## src/rtl/cap_edge_det.sv

```systemverilog
// Rising-edge detector for a level strobe: registers the previous sample and
// flags the cycle where the strobe goes 0->1.
module cap_edge_det (
  input  logic clk,
  input  logic clr,
  input  logic strobe,
  output logic rise
);

  logic cap_d;

  always_ff @(posedge clk) begin
    if (clr) begin
      cap_d <= 1'b0;
    end else begin
      cap_d <= strobe;
    end
  end

  // Cleared history means a strobe already high right after reset counts as an edge.
  assign rise = strobe & ~cap_d;

endmodule

```

## src/rtl/count_capture_fifo.sv

```systemverilog
// Snapshots the upstream counter on each capture edge into a small
// first-word-fall-through queue, with a sticky flag for dropped snapshots.
module count_capture_fifo #(
  parameter int unsigned WIDTH = 8,
  parameter int unsigned DEPTH = 8,
  parameter int unsigned AW    = 3
) (
  input  logic             clk,
  input  logic             clr,
  input  logic [WIDTH-1:0] count_in,
  input  logic             cap,
  input  logic             rd_en,
  output logic [WIDTH-1:0] rd_data,
  output logic             valid,
  output logic             empty,
  output logic             full,
  output logic [AW:0]      level,
  output logic             ovf
);

  localparam logic [AW-1:0] PtrOne   = 1;
  localparam logic [AW:0]   LvlOne   = 1;
  localparam logic [AW:0]   LvlDepth = (AW + 1)'(DEPTH);

  logic [WIDTH-1:0] mem [DEPTH];
  logic [AW-1:0]    wr_ptr, rd_ptr;
  logic             push_req, pop, push_ok, drop;

  cap_edge_det u_cap_edge_det (
    .clk    (clk),
    .clr    (clr),
    .strobe (cap),
    .rise   (push_req)
  );

  assign empty = (level == '0);
  assign full  = (level == LvlDepth);
  assign valid = ~empty;

  assign pop     = rd_en & valid;
  // A full queue still accepts a push when the head leaves in the same cycle.
  assign push_ok = push_req & (~full | pop);
  assign drop    = push_req & full & ~pop;

  always_ff @(posedge clk) begin
    if (clr) begin
      wr_ptr <= '0;
      rd_ptr <= '0;
      level  <= '0;
      ovf    <= 1'b0;
    end else begin
      if (push_ok) wr_ptr <= wr_ptr + PtrOne;
      if (pop)     rd_ptr <= rd_ptr + PtrOne;
      if (push_ok && !pop) begin
        level <= level + LvlOne;
      end else if (pop && !push_ok) begin
        level <= level - LvlOne;
      end
      if (drop) ovf <= 1'b1;
    end
  end

  always_ff @(posedge clk) begin
    if (!clr && push_ok) begin
      mem[wr_ptr] <= count_in;
    end
  end

  assign rd_data = empty ? '0 : mem[rd_ptr];

endmodule

```

## config.mk

```make
export PLATFORM = sky130hd
export DESIGN_NAME = count_capture_fifo
export DESIGN_NICKNAME = d
export VERILOG_FILES = /design/src/rtl/cap_edge_det.sv /design/src/rtl/count_capture_fifo.sv
export SDC_FILE = /design/constraint.sdc
export NUM_CORES = 1
export LEC_CHECK = 0
export CORE_MARGIN = 2
export CORE_UTILIZATION = 45
export CTS_BUF_LIST = sky130_fd_sc_hd__clkbuf_2
export DETAILED_ROUTE_END_ITERATION = 12
export PLACE_DENSITY = 0.65
export SYNTH_ARGS = -nofsm -noshare
export SYNTH_HDL_FRONTEND = slang
export SYNTH_SLANG_ARGS = --single-unit
```

## constraint.sdc

```tcl
create_clock -name clk -period 5.4 [get_ports clk]
set_input_delay 1.08 -clock clk [delete_from_list [all_inputs] [get_ports clk]]
set_output_delay 1.08 -clock clk [all_outputs]
set_load 0.02 [all_outputs]
```

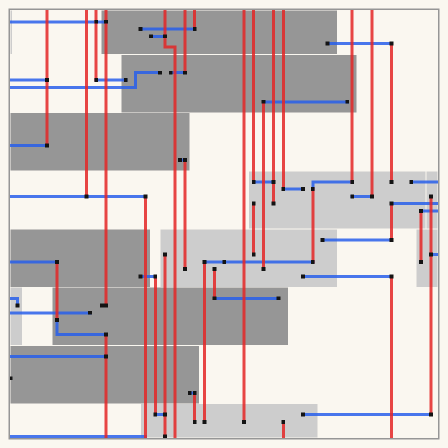
(images/closeup.png)
Window x 56 to 76, y 12 to 32 um. Cells in gray, sequential cells in the stronger gray; small squares are vias.
legend:
  blue:
    layer: M1
  red:
    layer: M2
cells with their middle in the window: 10
most frequent: edfxtp_1 (6), mux4_2 (3), nor2_1 (1)
netlist names of flops here include: `mem` (6)
sequential cells in the window: 6

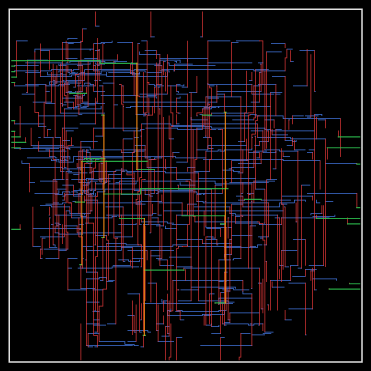
(images/layers.png)
Drawn at 4 px/um.
legend:
  red:
    layer: M2
    wire_length: 3080 um
  blue:
    layer: M1
    wire_length: 2410 um
  green:
    layer: M3
    wire_length: 187 um
  orange:
    layer: M4
    wire_length: 160 um
Routed WL: 5830 um
DR vias: 1692

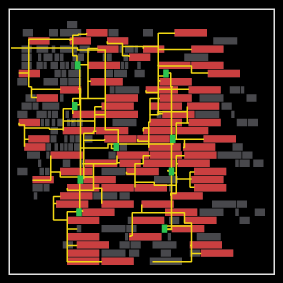
(images/clock_wires.png)
Drawn at 3 px/um.
legend:
  yellow:
    item: clock wires
    length: 863 um
  green:
    item: clock-net drivers
    count: 9
  red:
    item: flip-flops
    count: 79
routed clock nets: 10
skew final: 25.1 ps
Clk. pwr: 294 uW

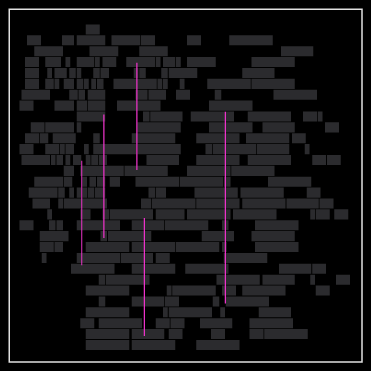
(images/m4.png)
Drawn at 4 px/um.
nets with wire on the layer: 4
wire length on this layer: 160 um
share of all routed wire: 2.7%

==> out/results.ini <==
[run_status]
status=complete, no violations

[layout]
nMultiInputCombCells=93
final-instance-count-excl-fill=320
sh_comb_area_pct=24.1
nNonClkBuffers=31
bufAreaShareNonClock_pct=8.24
syn2layout_area_growth_pct=15.2
largest_registers=mem x64, level x4
final_cell_mix=edfxtp_1, clkdlybuf4s50_1, nor2_1

[power_and_ir_drop]
switching_share_pct=31.9
p_clk_share_pct=18.6
powerComb_uw=516
powerDensity_mw_per_mm2=433

[setup_path]
crit_arrival_ps=2920
cp_top_family=flip-flops
crit_path_max_fanout=16
cp_slowest_cell=dfxtp_1
cp.required_ps=4320
start_kind=flip-flop
endpoint_kind=primary output

[synth]
synthFlopType=edfxtp_1
ys_warn_count=0
ys.flops=79
ys_seq_share_pct=70.3
synth-async-reset-ratio_pct=0
simple_gate_share_pct=6.81

[placed_design]
gp_congestion=0.809
placed_cells_incl_taps=304
dpl.hpwl_um=3940

[final_timing]
slew_viol_final=0
min_period_ps=4000
setup_viol=0
fin_crit_sh_pct=74.2
slew_headroom_pct=27.5

[detailed_routing]
dr.pass1.iters=4
top_layer_used=met4
drc=0
wl_per_cell_um=18.2
route.met3.wl_um=187

[job]
warnings=26

[clock_network]
cts_buffer_depth=2
cts_root_buffer=clkbuf_2
cts_resized=0

[worst_hold_path]
hold_class=flip-flop to flip-flop

[die]
rows=30

## worst paths after layout
path / depth (start not counted) / start / slack [ps] / endpoint
setup reg to reg: 10 / level[0] / 2540 / level[3]
hold reg to reg: 2 / ovf / 500 / ovf
setup / recovery: 4 / flip-flop / 1400 / rd_data[3]
hold / removal: 2 / ovf / 500 / ovf
## stage by stage
| step | hold slack, ps | setup WS (ps) | util, % | instance area [um2] |
|---|---|---|---|---|
| after floorplan | 454 | 2400 | - | 3160 |
| after global placement | 458 | 1880 | 52.1 | 3540 |
| after detailed placement | 462 | 1790 | 52.1 | 3540 |
| after CTS | 504 | 1280 | 53.6 | 3640 |
| after global routing | 526 | 1130 | 53.6 | 3640 |
| final | 500 | 1400 | 53.6 | 3640 |
Power and IR drop assume default switching activity.
